[config.mk]
export PLATFORM = sky130hd
export DESIGN_NAME = fma16_normalize
export DESIGN_NICKNAME = d
export VERILOG_FILES = /design/src/rtl/fma16_normalize.sv
export SDC_FILE = /design/constraint.sdc
export NUM_CORES = 1
export LEC_CHECK = 0
export ABC_AREA = 1
export CORE_UTILIZATION = 45
export CTS_CLUSTER_SIZE = 30
export DETAILED_ROUTE_END_ITERATION = 12
export PLACE_DENSITY = 0.81
export SYNTH_ARGS = -nofsm -noshare
export SYNTH_HDL_FRONTEND = slang
export SYNTH_SLANG_ARGS = --single-unit
[constraint.sdc]
create_clock -name clk -period 9.4 [get_ports clk]
set_input_delay 1.88 -clock clk [delete_from_list [all_inputs] [get_ports clk]]
set_output_delay 1.88 -clock clk [all_outputs]
set_load 0.02 [all_outputs]
[src/rtl/fma16_normalize.sv]
// Leading-one normalizer for the fp16 FMA datapath: coarse/fine left-shift FSM
// between the adder/alignment stage and the rounder, with valid/ready on both sides.
module fma16_normalize #(
    parameter int IN_W = 48,
    parameter int STEP = 8
) (
    input  logic            clk,
    input  logic            reset,
    input  logic            in_valid,
    output logic            in_ready,
    input  logic            in_sign,
    input  logic [6:0]      in_exp,
    input  logic [IN_W-1:0] in_mant,
    input  logic            in_sticky,
    output logic            out_valid,
    input  logic            out_ready,
    output logic            Ss,
    output logic [6:0]      Se,
    output logic [35:0]     Sm,
    output logic            ASticky,
    output logic            zero
);

    localparam logic [6:0] STEP_E = 7'(STEP);

    typedef enum logic [1:0] {IDLE, NORM, DONE} state_t;

    state_t            state_q, state_d;
    logic [IN_W-1:0]   m_q, m_d;
    logic [6:0]        e_q, e_d;
    logic              sign_q, sign_d;
    logic              sticky_q, sticky_d;

    logic              ss_q, ss_d;
    logic [6:0]        se_q, se_d;
    logic [35:0]       sm_q, sm_d;
    logic              asticky_q, asticky_d;
    logic              zero_q, zero_d;
    logic              ovalid_q, ovalid_d;

    logic              stop;
    logic              coarse;
    logic              low_or;

    // Exponent handed to the rounder: zero mantissa or an unfinished shift at e==1 is subnormal.
    function automatic logic [6:0] out_exp(input logic [IN_W-1:0] m, input logic [6:0] e);
        if (m == '0 || (e == 7'd1 && !m[IN_W-1]))
            return 7'd0;
        return e;
    endfunction

    generate
        if (IN_W > 36) begin : g_low
            assign low_or = |m_q[IN_W-37:0];
        end else begin : g_nolow
            assign low_or = 1'b0;
        end
    endgenerate

    assign stop   = m_q[IN_W-1] || (m_q == '0) || (e_q == 7'd1);
    assign coarse = (m_q[IN_W-1 -: STEP] == '0) && (e_q > STEP_E);

    always_comb begin
        state_d   = state_q;
        m_d       = m_q;
        e_d       = e_q;
        sign_d    = sign_q;
        sticky_d  = sticky_q;
        ss_d      = ss_q;
        se_d      = se_q;
        sm_d      = sm_q;
        asticky_d = asticky_q;
        zero_d    = zero_q;
        ovalid_d  = ovalid_q;
        case (state_q)
            IDLE: begin
                if (in_valid) begin
                    m_d      = in_mant;
                    e_d      = in_exp;
                    sign_d   = in_sign;
                    sticky_d = in_sticky;
                    state_d  = NORM;
                end
            end
            NORM: begin
                if (stop) begin
                    ss_d      = sign_q;
                    se_d      = out_exp(m_q, e_q);
                    sm_d      = m_q[IN_W-1 -: 36];
                    asticky_d = sticky_q | low_or;
                    zero_d    = (m_q == '0) & ~sticky_q;
                    ovalid_d  = 1'b1;
                    state_d   = DONE;
                end else if (coarse) begin
                    m_d = m_q << STEP;
                    e_d = e_q - STEP_E;
                end else begin
                    m_d = m_q << 1;
                    e_d = e_q - 7'd1;
                end
            end
            DONE: begin
                if (out_ready) begin
                    ovalid_d = 1'b0;
                    state_d  = IDLE;
                end
            end
            default: state_d = IDLE;
        endcase
    end

    // Control and rounder-facing registers; reset clears them and drops any in-flight operand.
    always_ff @(posedge clk) begin
        if (reset) begin
            state_q   <= IDLE;
            ss_q      <= 1'b0;
            se_q      <= 7'd0;
            sm_q      <= 36'd0;
            asticky_q <= 1'b0;
            zero_q    <= 1'b0;
            ovalid_q  <= 1'b0;
        end else begin
            state_q   <= state_d;
            ss_q      <= ss_d;
            se_q      <= se_d;
            sm_q      <= sm_d;
            asticky_q <= asticky_d;
            zero_q    <= zero_d;
            ovalid_q  <= ovalid_d;
        end
    end

    // Working registers are only meaningful in NORM, so they carry no reset.
    always_ff @(posedge clk) begin
        m_q      <= m_d;
        e_q      <= e_d;
        sign_q   <= sign_d;
        sticky_q <= sticky_d;
    end

    assign in_ready  = (state_q == IDLE) & ~reset;
    assign out_valid = ovalid_q;
    assign Ss        = ss_q;
    assign Se        = se_q;
    assign Sm        = sm_q;
    assign ASticky   = asticky_q;
    assign zero      = zero_q;

endmodule
Fig. 1: run 1, routing congestion map
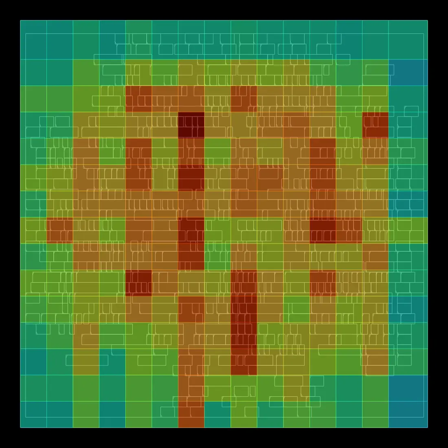
GR peak layer: met2
total track usage: 22.2%

Fig. 2: run 1, zoomed window
Window x 14 to 39, y 68 to 93 µm. Cells in gray, sequential cells in the stronger gray; small squares are vias.
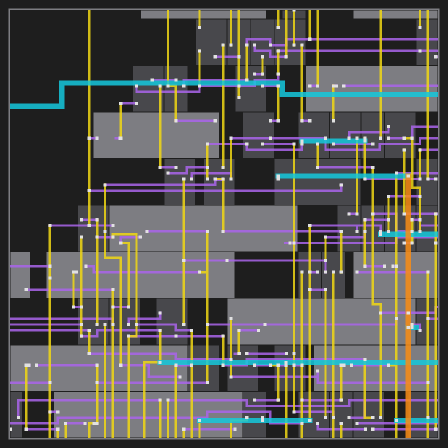
Key: metal 4 = orange; metal 2 = yellow; metal 1 = purple; metal 3 = cyan
43 logic cells have their middle in the window. Netlist names of flops here include m_q (7), Sm (1). Sequential cells in the window: 8. Most frequent: a21oi_1 (17), nand2_1 (7), edfxtp_1 (7).

==> metrics.cfg, run 1 <==
[status]
status=finished clean

[timing]
worst_pin_slew_ns=1.19
min_period_ns=5.16
tns_ns=0
fin_ws_ns=4.24

[worst_setup_path]
path_buffers=2
max_stage_delay_ns=0.69
cp.depth=3
ff2ff_path_depth=6
arrival_ns=3.28

[synth]
ys_seq_share_pct=54.4
yosys_area_mm2=0.00495
async_flop_share_pct=0
synth_nets=660
synth_top_area_share_pct=34.6
ys_sh_aoi_pct=13.8
synth-main-ff-cell=edfxtp_1
yosys.area.top_type=edfxtp_1
edf_count=57

[power_and_ir_drop]
power.internal_w=0.000728
p_sw_share_pct=29.6
p_seq_w=0.000583
leakage_nw=2.17
finalPower_w=0.00103
p_sw_w=0.000305
power.group.top=registers
p_per_area_mw_per_mm2=166
p_seq_share_pct=56.5

[cts]
cts-hold-fix-buffers=0
clock_path_buffers=2
ctsRootBufferMaster=clkbuf_8
worstSkewPairLatency_ns=0.36
clkTransAtPathRegs_ns=0.10

[min_path]
whs_path_depth=2

[cells_and_area]
buffers_excl_clock=111
logic_gates=430
largest_reg_flops=48
comb_share_pct=32.2
flop-count=106
fin_area_mm2=0.00621
buffer_area_share_pct=17.7
diodes=0

[placed_design]
gp_congestion=0.831
dp_cells=802

[run]
cap_violations=0

[route]
top_layer=met4

Fig. 3: run 1, M1 wires
(4 px per µm)
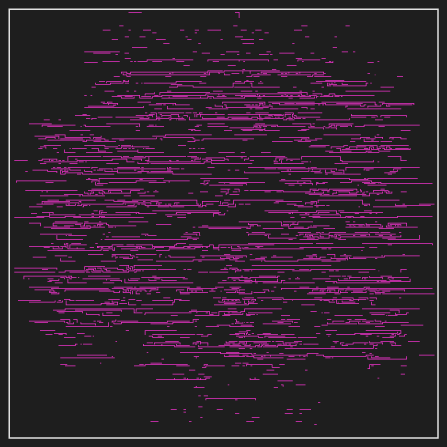
The longest straight run is 23.9 µm. The layer carries 5260 µm of wire. The wires run mostly horizontal.
WL final: 12300 µm
via count: 4395
M1 GR Usage: 29.8%

Fig. 4: run 1, cell classes on the final placement
(4 px per µm)
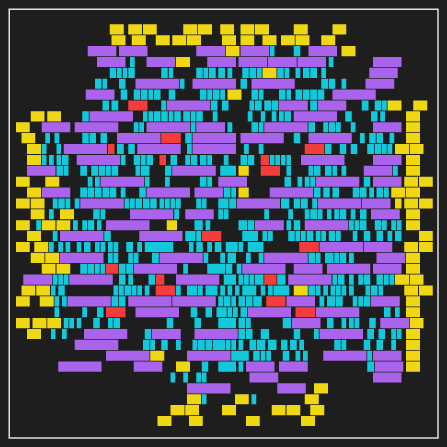
Key: sequential cells = purple [cells 106, share of their area 45%]; remaining buffers and delay cells = yellow [cells 111, share of their area 18%]; combinational and other logic = cyan [cells 449, share of their area 34%]; clock drivers and dummy loads = red [cells 16, share of their area 2.9%]
Core Util, Final: 59.1%
Placeable Area: 0.0105 mm²

Fig. 5: run 1, cells by drive strength
(4 px per µm)
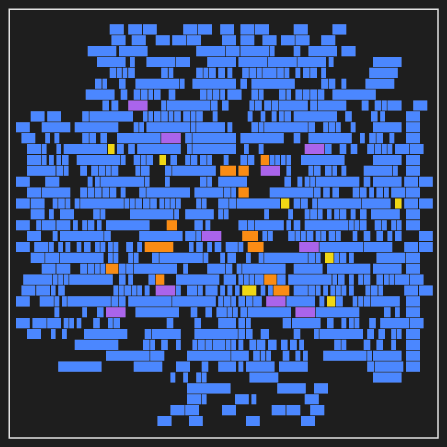

==> inputs of run 2 (changes only) <==
--- a/config.mk
+++ b/config.mk
@@ -9,7 +9,7 @@
 export CORE_UTILIZATION = 45
 export CTS_CLUSTER_SIZE = 30
 export DETAILED_ROUTE_END_ITERATION = 12
-export PLACE_DENSITY = 0.81
+export PLACE_DENSITY = 0.84
 export SYNTH_ARGS = -nofsm -noshare
 export SYNTH_HDL_FRONTEND = slang
 export SYNTH_SLANG_ARGS = --single-unit
==> constraint.sdc (replaced) <==
create_clock -name clk -period 4.45 [get_ports clk]
set_input_delay 0.89 -clock clk [delete_from_list [all_inputs] [get_ports clk]]
set_output_delay 0.89 -clock clk [all_outputs]
set_load 0.02 [all_outputs]
Fig. 6: run 2, cells by drive strength
(4 px per µm)
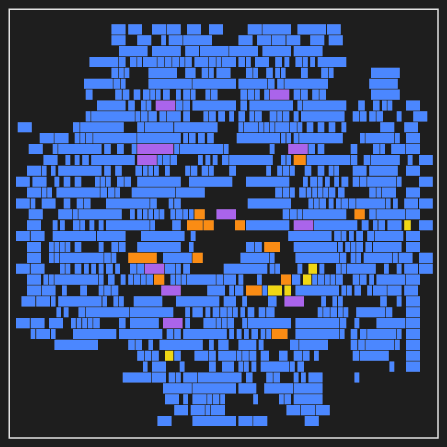
Key: _3 and _4 cells = orange [cells 13, share 1.9%]; _6 and larger = purple [cells 11, share 1.6%]; _2 cells = yellow [cells 6, share 0.88%]; _0 and _1 cells = blue [cells 655, share 96%]
Final WS setup: 1.60 ns
Non-clk bufs: 114
Layout area overhead: 26.3%

Fig. 7: run 2, M1 wires
(4 px per µm)
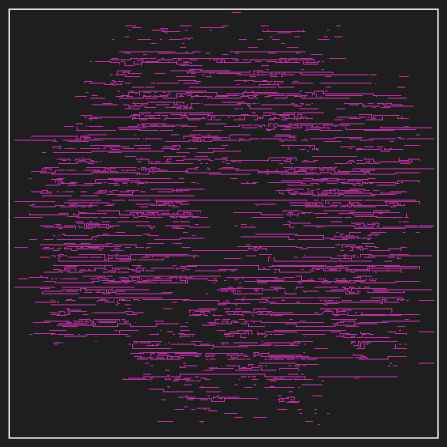
The longest straight run is 38.2 µm. The layer holds 44% of the routed length. The wires run mostly horizontal.
via count: 4445
M1 GR Usage: 30.0%
WL final: 12600 µm

==> metrics.cfg, run 2 <==
[worst_setup_path]
critPathMaxFanout=42  ; was 49
path_buffers=1  ; was 2
ff2ff_path_depth=9  ; was 6
max_stage_delay_ns=0.73  ; was 0.69 ns
arrival_ns=2.88  ; was 3.28 ns
path_delay_family=AND-OR/OR-AND gates  ; was buffers and inverters
cp.depth=9  ; was 3
crit_slowest_cell=o22ai_4  ; was buf_2
crit_path_start_kind=register  ; was primary input
critPathCapture=m_q[34]$_DFFE_PP_  ; was in_ready

[power_and_ir_drop]
power.group.top=registers  ; unchanged
p_sw_share_pct=28.9  ; was 29.6%
power.internal_w=0.00157  ; was 0.000728 W
p_sw_w=0.000637  ; was 0.000305 W
finalPower_w=0.00221  ; was 0.00103 W
clock_power_share_pct=25.8  ; was 25.0%
p_seq_w=0.00123  ; was 0.000583 W
leakage_nw=2.18  ; was 2.17 nW
p_seq_share_pct=55.8  ; was 56.5%
p_per_area_mw_per_mm2=354  ; was 166 mW/mm²

[grt]
grt_pass1_vias=4209  ; was 4250
use_met3_pct=4.07  ; was 3.22%
busiest_layer=met2  ; unchanged
grt_use_total_pct=22.5  ; was 22.2%
use_met2_pct=36.5  ; was 37.2%

[synth]
async_flop_share_pct=0  ; unchanged
ys_seq_share_pct=54.4  ; unchanged
synth-xor-area-share_pct=0.708  ; unchanged
edf_count=57  ; unchanged
yosys.area.top_type=edfxtp_1  ; unchanged
synth-main-ff-cell=edfxtp_1  ; unchanged
yosysMostFrequentCell=nand2_1  ; unchanged
synthesis.area_mm2=0.00495  ; unchanged
ys_sh_aoi_pct=13.8  ; unchanged
synth_top_area_share_pct=34.6  ; unchanged
synth_cells=595  ; unchanged
yosys_area_mm2=0.00495  ; unchanged
synth_nets=660  ; unchanged

[cells_and_area]
buffer_area_share_pct=18.0  ; was 17.7%
nonClockInverterCount=19  ; unchanged
lay_top_cells=132 x nand2_1, 124 x a21oi_1, 107 x clkdlybuf4s50_1, 85 x nor2_1, 57 x edfxtp_1  ; unchanged
n_clock_buffer=13  ; was 10
diodes=0  ; unchanged
flop-count=106  ; unchanged
sh_seq_area_pct=43.1  ; was 43.4%
n_fill_cell=917  ; was 925
regMostFlops=m_q  ; unchanged
comb_share_pct=32.0  ; was 32.2%
largest_reg_flops=48  ; unchanged
final_common_cell=nand2_1  ; unchanged
layout-drive-gt1-share_pct=4.38  ; was 4.25%
logic_gates=430  ; unchanged
utilization_pct=59.4  ; was 59.1%
fin_area_mm2=0.00624  ; was 0.00621 mm²

[status]
status=finished clean  ; unchanged

[route]
route.met2.wl_um=5950  ; about the same
top_layer=met4  ; unchanged
avgViaCountPerCell=5.41  ; was 5.37
wirelength_met1_um=5500  ; was 5260 µm
wire_per_inst_um=15.4  ; was 15.0 µm
first_iter_violations=279  ; was 299

[placed_design]
gp_congestion=0.855  ; was 0.831
portBuffers=108  ; unchanged
dp_cells=805  ; was 802

[timing]
hold_ws_ns=0.463  ; was 0.464 ns
period_used_pct=64.1
tns_ns=0  ; unchanged
min_period_ns=2.85
worst_pin_slew_ns=0.995  ; was 1.19 ns
skew_ns=0.0115  ; was 0.0124 ns
setup_viol=0  ; unchanged
rsz0062_at_grt=false  ; unchanged

[cts]
clkTransAtPathRegs_ns=0.09  ; was 0.10 ns
clock-sinks=106  ; unchanged
worstSkewPairLatency_ns=0.37  ; was 0.36 ns
clock_path_buffers=2  ; unchanged
ctsRootBufferMaster=clkbuf_8  ; unchanged
cts-hold-fix-buffers=0  ; unchanged

[die]
io_pins=109  ; unchanged
core_mm2=0.0105  ; unchanged
die_w_um=107  ; unchanged

[min_path]
whs_path_depth=2  ; unchanged
min_to=Sm[22]$_SDFFE_PP0P_  ; was Sm[31]$_SDFFE_PP0P_
hp-start=Sm[22]$_SDFFE_PP0P_  ; was Sm[31]$_SDFFE_PP0P_

[run]
cap_violations=0  ; unchanged

No activity file was given, so power comes from the tool's default toggle rates.
